`config.mk`:
```
export PLATFORM = sky130hd
export DESIGN_NAME = pito_prog_loader_flat
export DESIGN_NICKNAME = d
export VERILOG_FILES = /design/src/rtl/pito_pkg.sv /design/src/rtl/pito_prog_loader_if.sv /design/src/rtl/pito_byte_packer.sv /design/src/rtl/pito_prog_loader.sv /design/src/flat_wrapper.sv
export SDC_FILE = /design/constraint.sdc
export NUM_CORES = 1
export LEC_CHECK = 0
export CAP_MARGIN = 40
export CORE_MARGIN = 2
export CORE_UTILIZATION = 40
export CTS_CLUSTER_DIAMETER = 200
export DETAILED_ROUTE_END_ITERATION = 8
export DONT_BUFFER_PORTS = 1
export GPL_TIMING_DRIVEN = 0
export PLACE_DENSITY_LB_ADDON = 0.05
export RECOVER_POWER = 25
export SLEW_MARGIN = 30
export SYNTH_ARGS = -nofsm -noshare
export SYNTH_HDL_FRONTEND = slang
export SYNTH_HIERARCHICAL = 1
export SYNTH_SLANG_ARGS = --single-unit
```
`constraint.sdc`:
```
create_clock -name clk -period 2.16 [get_ports clk]
set_clock_uncertainty 0.05 [all_clocks]
set_input_delay 0.432 -clock clk [delete_from_list [all_inputs] [get_ports clk]]
set_output_delay 0.432 -clock clk [all_outputs]
set_load 0.02 [all_outputs]
```
`src/rtl/pito_pkg.sv`:
```
// pito shared types and constants.
// Program loader states and frame field sizes.
package pito_pkg;

  typedef enum logic [2:0] {
    LD_HDR,
    LD_DATA,
    LD_CSUM,
    LD_DONE,
    LD_ERR
  } loader_state_e;

  localparam int LD_HDR_BYTES  = 4;
  localparam int LD_WORD_BYTES = 4;

endpackage

```
`src/rtl/pito_prog_loader_if.sv`:
```
// Byte stream valid/ready link into the program loader.
// The master drives bytes, the slave signals acceptance.
interface pito_prog_loader_if;

  logic [7:0] in_data;
  logic       in_valid;
  logic       in_ready;

  modport master (
    output in_data,
    output in_valid,
    input  in_ready
  );

  modport slave (
    input  in_data,
    input  in_valid,
    output in_ready
  );

endinterface

```
`src/rtl/pito_byte_packer.sv`:
```
// Little-endian 4-byte assembler used for header and payload words.
// word/word_valid are combinational on the 4th byte.
module pito_byte_packer
  import pito_pkg::*;
(
  input  logic        clk,
  input  logic        rst_n,
  input  logic        clr,
  input  logic        byte_valid,
  input  logic [7:0]  byte_in,
  output logic [31:0] word,
  output logic        word_valid
);

  logic [1:0]  cnt;
  logic [23:0] sh;

  always_ff @(posedge clk or negedge rst_n) begin
    if (!rst_n) begin
      cnt <= '0;
      sh  <= '0;
    end else if (clr) begin
      cnt <= '0;
      sh  <= '0;
    end else if (byte_valid) begin
      sh  <= {byte_in, sh[23:8]};
      cnt <= cnt + 2'd1;
    end
  end

  assign word = {byte_in, sh};
  assign word_valid = byte_valid &
    (cnt == 2'(LD_WORD_BYTES - 1));

endmodule

```
`src/rtl/pito_prog_loader.sv`:
```
// Framed program image loader: header N, N payload words, XOR checksum.
// Holds the core in reset until a checksum-valid image is in imem.
module pito_prog_loader
  import pito_pkg::*;
#(
  parameter  int IMEM_DEPTH = 4096,
  localparam int ADDR_W = $clog2(IMEM_DEPTH)
) (
  input  logic              clk,
  input  logic              rst_n,
  pito_prog_loader_if.slave s,
  input  logic              load_start,
  output logic              imem_we,
  output logic [ADDR_W-1:0] imem_addr,
  output logic [31:0]       imem_wdata,
  output logic              core_rst_n,
  output logic              load_done,
  output logic              load_err,
  output logic [ADDR_W:0]   words_loaded
);

  loader_state_e     state;
  logic              rdy;
  logic [ADDR_W:0]   n;
  logic [7:0]        xsum;
  logic              xfer;
  logic              pk_valid;
  logic              pk_clr;
  logic [31:0]       word;
  logic              word_valid;
  logic [ADDR_W:0]   nxt;

  assign s.in_ready = rdy;
  assign xfer = s.in_valid & rdy;
  assign pk_valid = xfer &
    (state == LD_HDR || state == LD_DATA);
  assign pk_clr = load_start &
    (state == LD_DONE || state == LD_ERR);
  assign nxt = words_loaded + 1'b1;

  pito_byte_packer u_pk (
    .clk        (clk),
    .rst_n      (rst_n),
    .clr        (pk_clr),
    .byte_valid (pk_valid),
    .byte_in    (s.in_data),
    .word       (word),
    .word_valid (word_valid)
  );

  always_ff @(posedge clk or negedge rst_n) begin
    if (!rst_n) begin
      state        <= LD_HDR;
      rdy          <= 1'b0;
      n            <= '0;
      xsum         <= '0;
      imem_we      <= 1'b0;
      imem_addr    <= '0;
      imem_wdata   <= '0;
      core_rst_n   <= 1'b0;
      load_done    <= 1'b0;
      load_err     <= 1'b0;
      words_loaded <= '0;
    end else begin
      imem_we <= 1'b0;
      case (state)
        LD_HDR: begin
          rdy <= 1'b1;
          if (word_valid) begin
            n <= word[ADDR_W:0];
            if (word > 32'(IMEM_DEPTH)) begin
              state    <= LD_ERR;
              rdy      <= 1'b0;
              load_err <= 1'b1;
            end else if (word == '0) begin
              state <= LD_CSUM;
            end else begin
              state <= LD_DATA;
            end
          end
        end
        LD_DATA: begin
          if (xfer)
            xsum <= xsum ^ s.in_data;
          if (word_valid) begin
            imem_we      <= 1'b1;
            imem_addr    <= words_loaded[ADDR_W-1:0];
            imem_wdata   <= word;
            words_loaded <= nxt;
            if (nxt == n)
              state <= LD_CSUM;
          end
        end
        LD_CSUM: begin
          if (xfer) begin
            rdy <= 1'b0;
            if (s.in_data == xsum) begin
              state      <= LD_DONE;
              load_done  <= 1'b1;
              core_rst_n <= 1'b1;
            end else begin
              state    <= LD_ERR;
              load_err <= 1'b1;
            end
          end
        end
        LD_DONE, LD_ERR: begin
          if (load_start) begin
            state        <= LD_HDR;
            rdy          <= 1'b1;
            n            <= '0;
            xsum         <= '0;
            core_rst_n   <= 1'b0;
            load_done    <= 1'b0;
            load_err     <= 1'b0;
            words_loaded <= '0;
          end
        end
        default: begin
          state <= LD_HDR;
          rdy   <= 1'b0;
        end
      endcase
    end
  end

endmodule

```
`src/flat_wrapper.sv`:
```
// flat-port wrapper written by rule: the top's interface ports become plain ports
module pito_prog_loader_flat import pito_pkg::*;
#(
  parameter  int IMEM_DEPTH = 4096,
  localparam int ADDR_W = $clog2(IMEM_DEPTH)
)
  (clk, rst_n, load_start, imem_we, imem_addr, imem_wdata, core_rst_n, load_done, load_err, words_loaded, s_in_data, s_in_valid, s_in_ready);
  pito_prog_loader_if s_i ();
  input  logic clk;
  input  logic rst_n;
  input  logic load_start;
  output logic imem_we;
  output logic [ADDR_W-1:0] imem_addr;
  output logic [31:0] imem_wdata;
  output logic core_rst_n;
  output logic load_done;
  output logic load_err;
  output logic [ADDR_W:0] words_loaded;
  input wire logic [$bits(s_i.in_data)-1:0] s_in_data;
  input wire logic [$bits(s_i.in_valid)-1:0] s_in_valid;
  output wire logic [$bits(s_i.in_ready)-1:0] s_in_ready;
  assign s_i.in_data = s_in_data;
  assign s_i.in_valid = s_in_valid;
  assign s_in_ready = s_i.in_ready;
  pito_prog_loader #(.IMEM_DEPTH(IMEM_DEPTH)) u_core (.clk(clk), .rst_n(rst_n), .s(s_i), .load_start(load_start), .imem_we(imem_we), .imem_addr(imem_addr), .imem_wdata(imem_wdata), .core_rst_n(core_rst_n), .load_done(load_done), .load_err(load_err), .words_loaded(words_loaded));
endmodule
```
Figure 1. Cells colored by class.
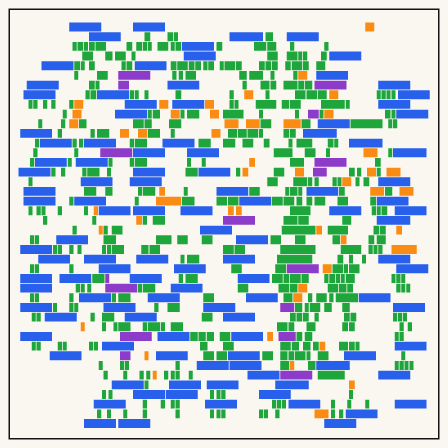
Key: green = combinational and other logic [cells 422, share of their area 42%]; orange = remaining buffers and delay cells [cells 49, share of their area 6.3%]; blue = sequential cells [cells 111, share of their area 47%]; purple = clock drivers and dummy loads [cells 16, share of their area 4.9%]

Figure 2. Sequential cells grouped by signal name.
Scale bar: 20 microns. Other sequential cells in the stronger gray, the rest of the logic in the fainter gray.
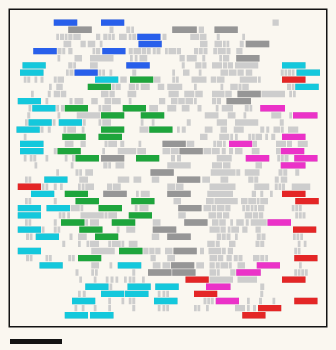
Key: magenta = u_core/words_loaded [sequential cells 13]; red = u_core/imem_addr [sequential cells 12, where lower right]; green = u_core/u_pk/sh [sequential cells 24]; blue = u_core/xsum [sequential cells 8]; cyan = u_core/imem_wdata [sequential cells 32]

==> deck_impl_summary.md <==
Implementation Results

Run status
  – Status: finished, violations left
  – Failing checks: negative hold slack, negative setup slack

Layout
  – Register area: approximately 0.0028 sq mm
  – Clock buf/inv share: 0.0472
  – Antenna cells: 0
  – Max reg flops: 32
  – Inverters, non-clock: 5
  – Top reg by flops: u_core/imem_wdata
  – Flop count: 111
  – Layout cells sized above 1: 0.159
  – Top flop regs: u_core/imem_wdata: 32 flops, u_core/u_pk/sh: 24 flops

Critical path
  – Worst setup endpoint: u_core/state[0]
  – CP arrival: 2420 ps
  – CP max stage cell: dfrtp_2
  – CP Buf/Inv Count: 0
  – CP Max Fanout: 8
  – Worst Setup End Kind: flip-flop

Floorplanning
  – Core footprint: between 0.01 and 0.015 sq mm
  – Die W: around 120 microns
  – Num ports: 74

STA
  – WHS: -291 ps
  – FMAX: approximately 0.44 GHz
  – Final Max Slew Viols: 0
  – Worst Slack Setup Final: -90.0 ps
  – Setup tns final: -90.0 ps
  – Fin. Hold Viols: 111
  – Final setup viols: 1

Global route
  – Met2 Track Usage GR: 0.310
  – Global-route wire length before repair: 22800 microns
  – Initial antenna violation count: 0
  – Met1 Usage GRT: 0.283

Synthesis
  – Yosys Warn Count: 6
  – Post-Syn Instances: 574
  – Most common cell in the netlist: nand2_1
  – EDFF count, synth: 0
  – Area leader share: 0.513
  – FF+latch count, synth: 111
  – Cell variety after synth: 61
  – Number of nets at floorplan: 588

Routing
  – Wire length on met3: 808 microns
  – Wl on met1: around 6700 microns
  – DR iter-0 viols: slightly above 300

Power
  – Pint: 0.00293 W
  – VDD IR max: 390 uV
  – LEAKAGE: 2.95 nW

Clock tree
  – CTS sink cnt: 111
  – Clk buf depth: 2
  – Worst-Skew Late Latency: 360 ps

Placed design
  – Placed cell count: 750
  – HPWL after DPL: between 9000 and 10000 microns
  – GP Congestion: 0.871
  – Port bufs: 0

Run
  – OpenROAD warning count: 32
Power is estimated from default activity; no workload was simulated.
